run_1/met2.png
The bar under the picture is 50 um long.
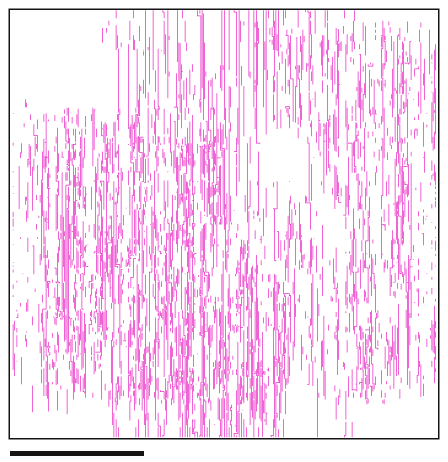
run_1/final_placement.png
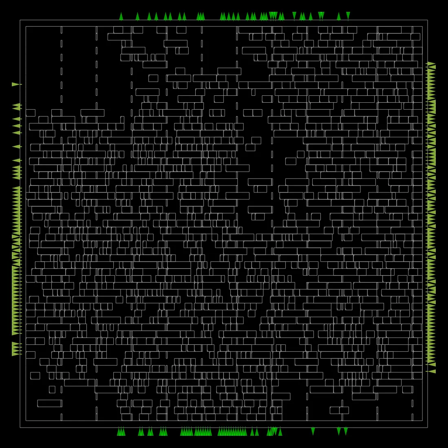
run_1/metal_stack.png
Only two layers are drawn.
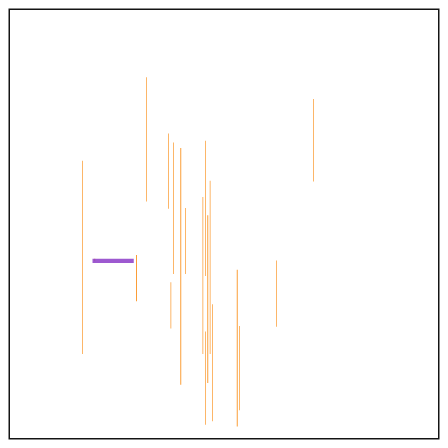
--- src/rtl/if_fetch_stage_pkg.sv ---
// Shared IF-stage definitions: fetch FSM states, reset PC, NOP encoding and rs/rt field positions.
// Pure declarations, no logic; imported by the fetch stage and its IF/ID register.
package if_fetch_stage_pkg;

  typedef enum logic [1:0] {
    FETCH = 2'd0,
    KILL  = 2'd1,
    HOLD  = 2'd2
  } fetch_state_e;

  localparam logic [31:0] RESET_PC_DEFAULT = 32'h0040_0000;
  localparam logic [31:0] NOP              = 32'h0000_0000;

  localparam int RS_MSB = 25;
  localparam int RS_LSB = 21;
  localparam int RT_MSB = 20;
  localparam int RT_LSB = 16;

endpackage

--- src/rtl/if_fetch_stage_ifid.sv ---
// IF/ID pipeline register with write enable and flush; 1-cycle latency.
// No backpressure of its own: flush beats write enable, we=0 holds the contents.
module ifid_reg
  import if_fetch_stage_pkg::*;
#(
  parameter int DATA_WIDTH = 32
) (
  input  logic                  clk,
  input  logic                  rst_n,
  input  logic                  we,
  input  logic                  flush,
  input  logic [DATA_WIDTH-1:0] instr_d,
  input  logic [DATA_WIDTH-1:0] pc4_d,
  input  logic                  valid_d,
  output logic [DATA_WIDTH-1:0] instr_q,
  output logic [DATA_WIDTH-1:0] pc4_q,
  output logic                  valid_q
);

  always_ff @(posedge clk or negedge rst_n) begin
    if (!rst_n) begin
      instr_q <= DATA_WIDTH'(NOP);
      pc4_q   <= '0;
      valid_q <= 1'b0;
    end else if (flush) begin
      instr_q <= DATA_WIDTH'(NOP);
      pc4_q   <= '0;
      valid_q <= 1'b0;
    end else if (we) begin
      instr_q <= instr_d;
      pc4_q   <= pc4_d;
      valid_q <= valid_d;
    end
  end

endmodule

--- src/rtl/if_fetch_stage.sv ---
// MIPS fetch stage: PC, imem req/ready handshake, redirects, IF/ID register; IF/ID valid 1 cycle after ready.
// Backpressure: PC_En/IFID_ctrl stall parks a returned word in buf_q (HOLD, no request); redirects override stalls.
module if_fetch_stage
  import if_fetch_stage_pkg::*;
#(
  parameter int                    DATA_WIDTH = 32,
  parameter logic [DATA_WIDTH-1:0] RESET_PC   = DATA_WIDTH'(RESET_PC_DEFAULT),
  parameter int                    CNT_WIDTH  = 16
) (
  input  logic                  clk,
  input  logic                  rst_n,
  input  logic                  PC_En,
  input  logic                  IFID_ctrl,
  input  logic                  branch_taken,
  input  logic [DATA_WIDTH-1:0] branch_target,
  input  logic                  jump_taken,
  input  logic [DATA_WIDTH-1:0] jump_target,
  output logic                  imem_req,
  output logic [DATA_WIDTH-1:0] imem_addr,
  input  logic                  imem_ready,
  input  logic [DATA_WIDTH-1:0] imem_rdata,
  output logic [DATA_WIDTH-1:0] IF_ID_instr,
  output logic [DATA_WIDTH-1:0] IF_ID_pc4,
  output logic                  IF_ID_valid,
  output logic [4:0]            IF_ID_rs,
  output logic [4:0]            IF_ID_rt,
  output logic [CNT_WIDTH-1:0]  stall_count
);

  fetch_state_e          state_q, state_d;
  logic [DATA_WIDTH-1:0] pc_q, pc_d, buf_q, buf_d, redir_q, redir_d;
  logic [DATA_WIDTH-1:0] pc_plus4, target;
  logic                  advance, redirect;
  logic                  ifid_we, ifid_flush, ifid_valid_d;
  logic [DATA_WIDTH-1:0] ifid_instr_d, ifid_pc4_d;

  assign advance  = PC_En & IFID_ctrl;
  assign redirect = branch_taken | jump_taken;
  assign target   = branch_taken ? branch_target : jump_target;
  assign pc_plus4 = pc_q + DATA_WIDTH'(4);

  // Request is gated by rst_n so nothing is issued while reset is held.
  assign imem_req  = rst_n & (state_q != HOLD);
  assign imem_addr = pc_q;

  always_comb begin
    state_d      = state_q;
    pc_d         = pc_q;
    buf_d        = buf_q;
    redir_d      = redir_q;
    ifid_flush   = redirect;
    ifid_we      = IFID_ctrl;
    ifid_instr_d = DATA_WIDTH'(NOP);
    ifid_pc4_d   = '0;
    ifid_valid_d = 1'b0;
    case (state_q)
      FETCH: begin
        if (imem_ready) begin
          if (redirect) begin
            pc_d = target;
          end else if (advance) begin
            ifid_we      = 1'b1;
            ifid_instr_d = imem_rdata;
            ifid_pc4_d   = pc_plus4;
            ifid_valid_d = 1'b1;
            pc_d         = pc_plus4;
          end else begin
            buf_d   = imem_rdata;
            state_d = HOLD;
          end
        end else if (redirect) begin
          redir_d = target;
          state_d = KILL;
        end
      end
      KILL: begin
        if (redirect) redir_d = target;
        if (imem_ready) begin
          pc_d    = redirect ? target : redir_q;
          state_d = FETCH;
        end
      end
      HOLD: begin
        if (redirect) begin
          pc_d    = target;
          state_d = FETCH;
        end else if (advance) begin
          ifid_we      = 1'b1;
          ifid_instr_d = buf_q;
          ifid_pc4_d   = pc_plus4;
          ifid_valid_d = 1'b1;
          pc_d         = pc_plus4;
          state_d      = FETCH;
        end
      end
      default: state_d = FETCH;
    endcase
  end

  always_ff @(posedge clk or negedge rst_n) begin
    if (!rst_n) begin
      state_q     <= FETCH;
      pc_q        <= RESET_PC;
      buf_q       <= '0;
      redir_q     <= '0;
      stall_count <= '0;
    end else begin
      state_q <= state_d;
      pc_q    <= pc_d;
      buf_q   <= buf_d;
      redir_q <= redir_d;
      if (!PC_En && (stall_count != '1)) stall_count <= stall_count + CNT_WIDTH'(1);
    end
  end

  ifid_reg #(.DATA_WIDTH(DATA_WIDTH)) u_ifid_reg (
    .clk     (clk),
    .rst_n   (rst_n),
    .we      (ifid_we),
    .flush   (ifid_flush),
    .instr_d (ifid_instr_d),
    .pc4_d   (ifid_pc4_d),
    .valid_d (ifid_valid_d),
    .instr_q (IF_ID_instr),
    .pc4_q   (IF_ID_pc4),
    .valid_q (IF_ID_valid)
  );

  assign IF_ID_rs = IF_ID_instr[RS_MSB:RS_LSB];
  assign IF_ID_rt = IF_ID_instr[RT_MSB:RT_LSB];

endmodule

--- config.mk ---
export PLATFORM = sky130hd
export DESIGN_NAME = if_fetch_stage
export DESIGN_NICKNAME = d
export VERILOG_FILES = /design/src/rtl/if_fetch_stage_pkg.sv /design/src/rtl/if_fetch_stage_ifid.sv /design/src/rtl/if_fetch_stage.sv
export SDC_FILE = /design/constraint.sdc
export NUM_CORES = 1
export LEC_CHECK = 0
export CORE_MARGIN = 2
export CORE_UTILIZATION = 40
export CTS_CLUSTER_DIAMETER = 200
export DETAILED_ROUTE_END_ITERATION = 7
export PLACE_DENSITY = 0.66
export SLEW_MARGIN = 20
export SYNTH_ARGS = -nofsm -noshare
export SYNTH_HDL_FRONTEND = slang
export SYNTH_HIERARCHICAL = 1
export SYNTH_SLANG_ARGS = --single-unit
--- constraint.sdc ---
create_clock -name clk -period 2.5 [get_ports clk]
set_input_delay 0.75 -clock clk [delete_from_list [all_inputs] [get_ports clk]]
set_output_delay 0.75 -clock clk [all_outputs]
set_load 0.005 [all_outputs]
==> notes.md, run 1 <==
The run finished with clean final reports. For the total CTS buffers, the log shows 17. The dominant power group was sequential cells. The number of logic stages on the critical path including buffering came out at 1.

The routed metal-1 wire length is 12900 um, and the half-perimeter wire length of the detailed placement result is 20600 um. After floorplanning, the core was sized to cover 24200 um^2. The cell sequence reported for the critical path is clkdlybuf4s50_1. Multiplexer cells account for 11.5% of the synthesized area.

Measured along the y axis, the die boundary spans 160 um. For this design, the slowest cell found on the critical path is sky130_fd_sc_hd__clkdlybuf4s50_1. The skew report gives the latency at the later pin of the worst-skew pair as 0.44 ns. The share of cells above drive strength 1 works out to 11.8%. The number of cells in Yosys stat came out at 1020. Tap insertion was completed with 324 tapcells. The highest layer touched by signal routing is met5. The post-synthesis compound-gate area fraction was 17.4%. Once detail routing completed, the nets flagged for antenna violations numbered 0. Measured in cells, the most critical reg-to-reg path has a length of 8. The areal power density over the cells was 624 nW/um^2; the number of violations reported at the end of detailed-routing iteration 0 was 644.

0 antenna diodes ended up in the layout. After synthesis, the chip area reported by Yosys is 9770 um^2. The tree is rooted in a sky130_fd_sc_hd__clkbuf_16. Fraction of power consumed by the clock network: 33.8%. The post-detailed-route DRC marker count is 0. With the number of logic inverters in the finished layout at 12, the xor-xnor portion of the synthesized cell area is 3.50%.

Yosys reports that the most numerous cell types are sky130_fd_sc_hd__dfrtp_1, sky130_fd_sc_hd__nor2_1, sky130_fd_sc_hd__mux2i_1. The combined buffer and inverter count along the critical path was 1. Per the cell usage report, the commonest logic cell in the layout is sky130_fd_sc_hd__clkdlybuf4s50_1. The first global-routing pass estimated 46800 um of wire. Among all cell types in the netlist, the one instantiated most often is sky130_fd_sc_hd__dfrtp_1. By area the synthesized netlist is led by sky130_fd_sc_hd__dfrtp_1, sky130_fd_sc_hd__mux2i_1, sky130_fd_sc_hd__nor2_1, sky130_fd_sc_hd__mux2_2, sky130_fd_sc_hd__o21ai_0. Summed over all layers, the global routing overflow is 0. The worst hold slack across all endpoints came out at 0.426 ns.

The fraction of area in clock buffers and inverters works out to 4.65%. The floorplan utilization was 40.4%; the area fraction in and, or, nand and nor cells after synthesis was 16.0%. The internal power of the cells totals 5.68 mW. The synthesized design contains 0 enable-type register cells.

The number of ports placed on the die boundary came out at 227. The top cell types in the final layout, fill and taps aside, are sky130_fd_sc_hd__clkdlybuf4s50_1, sky130_fd_sc_hd__dfrtp_1, sky130_fd_sc_hd__nor2_1. Buffers inserted to repair hold after CTS numbered 0. Looking at the clock tree report, the H-tree level count equals 4.
About met2.png:
longest straight run: 64.1 um
wire length on this layer: 13700 um
share of all routed wire: 47%
nets with wire on the layer: 1141
met2 global-route usage: 36.2%
sum of routed wire length over all layers: 29400 um
via count of the routed design: 8734

About final_placement.png:
Seq/total area: 34.1%
Filler Cells Inserted: 2130
Row Count: 57
flip-flops: 179
end-of-flow core utilization: 54.4%

About metal_stack.png:
| colour | layer | wire length |
|---|---|---|
| orange | met4 | 802 um |
| purple | met5 | 13.8 um |
DR WL/cell: 18.6 um
aggregate global-route resource usage: 22.9%

[run 1: logic make-up after synthesis]
logic type,after synthesis
XOR/XNOR,39
AND-OR/OR-AND,257
adder cells (fa/ha/maj),2
flip-flops,179
AND/OR/NAND/NOR,336
multiplexers,108
buffers and inverters,99
[run 1: stage by stage]
stage                     std cells  instance area, um^2  power, mW  utilization [%]
after detailed placement       1543                12500       5.49             51.8
after CTS                      1575                13200       8.27             54.4
after global placement         1543                12500       5.44             51.8
after global routing           1575                13200       8.61             54.4
after floorplan                1020                 9770       4.51                -
final                          1575                13200       8.20             54.4
[run 1: repair_timing]
item | in CTS | in global routing
setup buffers | 0 | 0
endpoints found under the setup margin | 1 | 0
gates resized | 2 | 0
==> run 2: changes to the inputs <==
- SLEW_MARGIN: 20 -> 10
run_2/registers.png
Other sequential cells in the stronger grey, the rest of the logic in the fainter grey.
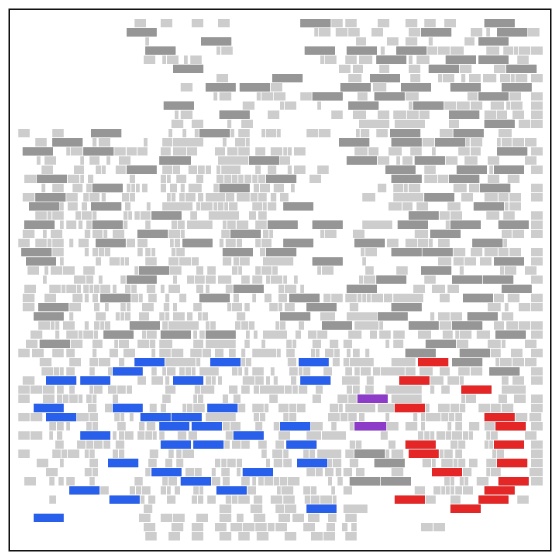
| colour | netlist name | flops |
|---|---|---|
| purple | `state_q` | 2 |
| red | `stall_count` | 16 |
| blue | `redir_q` | 32 |
flip-flop and latch power: 3.66 mW
Seq. cell area: 4480 um^2

run_2/met2.png
The bar under the picture is 50 um long.
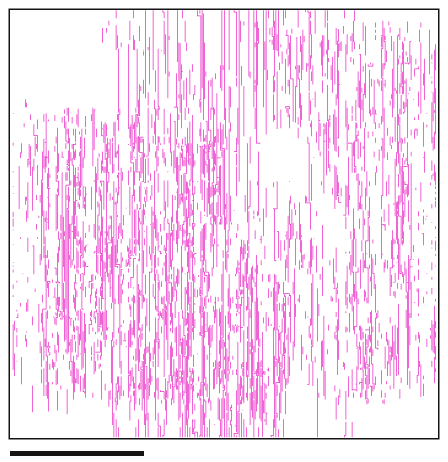
nets with wire on the layer: 1141
main direction: vertical
share of all routed wire: 47%
longest straight run: 64.1 um

==> run 2 against run 1 <==
Area after synthesis did not move. Worst hold slack did not move. Non-clock buffer count did not move. Power did not move. Combinational power barely moved. Utilization did not move. Sequential share of layout area did not move. Global-route usage did not move. Highest routed layer unchanged.
==> notes.md, run 2 <==
The flow ran to the end, and the final reports show no timing, DRC or antenna violations. Areal power density over the cells: 624 nW/um^2 (unchanged). The run gives 1575 (unchanged) for the post-layout instance count excluding filler cells. The xor-xnor portion of the synthesized cell area was 3.50% (unchanged); the residual antenna-violating net count after detailed routing was 0 (unchanged). The proportion of synthesized area in mux cells came out at 11.5% (unchanged). By area the synthesized netlist is led by sky130_fd_sc_hd__dfrtp_1, sky130_fd_sc_hd__mux2i_1, sky130_fd_sc_hd__nor2_1, sky130_fd_sc_hd__mux2_2, sky130_fd_sc_hd__o21ai_0.

Cell count after placement: 1543 (unchanged). The tools report the number of hold-repair buffers added at the cts stage as 0 (unchanged). The H-tree level count was 4 (unchanged). The run gives 36.2% (unchanged) for the met2 track utilization from global routing.

The detailed-route via count is 8734 (unchanged). The number of cells in Yosys stat is 1020 (unchanged). The number of synthesized flops with an enable pin was 0 (unchanged).

The post-detailed-route DRC marker count came out at 0 (unchanged). The number of logic inverters in the finished layout is 12 (unchanged), and the post-layout instance area is 13200 um^2 (unchanged). The root buffer cell was sky130_fd_sc_hd__clkbuf_16.

Fraction of the core area covered by cells at the end of the flow: 54.4% (unchanged). The run gives 17 (unchanged) for the total CTS buffers. The share of the final layout cell area in sequential cells came out at 34.1% (unchanged). In the layout the commonest cells are sky130_fd_sc_hd__clkdlybuf4s50_1, sky130_fd_sc_hd__dfrtp_1, sky130_fd_sc_hd__nor2_1. The area figure in the yosys stat output was 9770 um^2 (unchanged).

The report lists the cells along the critical path as clkdlybuf4s50_1. The combined buffer and inverter count along the critical path came out at 1 (unchanged). The number of sequential cells is 179 (unchanged), and the cell count of the worst reg-to-reg path is 8 (unchanged).

The post-detailed-routing wire length is 29400 um (unchanged), and the area after detailed placement is 12500 um^2 (unchanged). For the number of antenna cells inserted, the log shows 0 (unchanged). The run gives 12900 um (unchanged) for the routed metal-1 wire length. The run gives 8.20 mW (unchanged) as the total power. The clock insertion delay at the later pin of the skew report is 0.44 ns (about the same), and the area inside the core boundary is 24200 um^2 (unchanged). The run gives 2130 (unchanged) as the fill cell total of the finished layout.
-- run 2: cell counts after synthesis --
Identical to the previous run, type by type.
-- run 2: timing repair --
item	4_1_cts	5_1_grt
setup endpoints to repair	1	0
gates resized	2	0
setup buffers	0	0
-- run 2: worst register-to-register path: cells and delay by family (launching register included) --
family | cells | cell delay, ns
AND/OR/NAND/NOR | 5 | 1.07
flip-flops | 1 | 0.45
adder cells (fa/ha/maj) | 1 | 0.22
XOR/XNOR | 1 | 0.15
multiplexers | 1 | 0.13
-- run 2: where the power goes --
group | internal, mW | total, mW | switching (mW)
sequential | 3.27 | 3.66 | 0.388
combinational | 0.965 | 1.77 | 0.804
clock | 1.44 | 2.77 | 1.33
Power figures rest on the tool's default switching activity, not on a simulated workload.
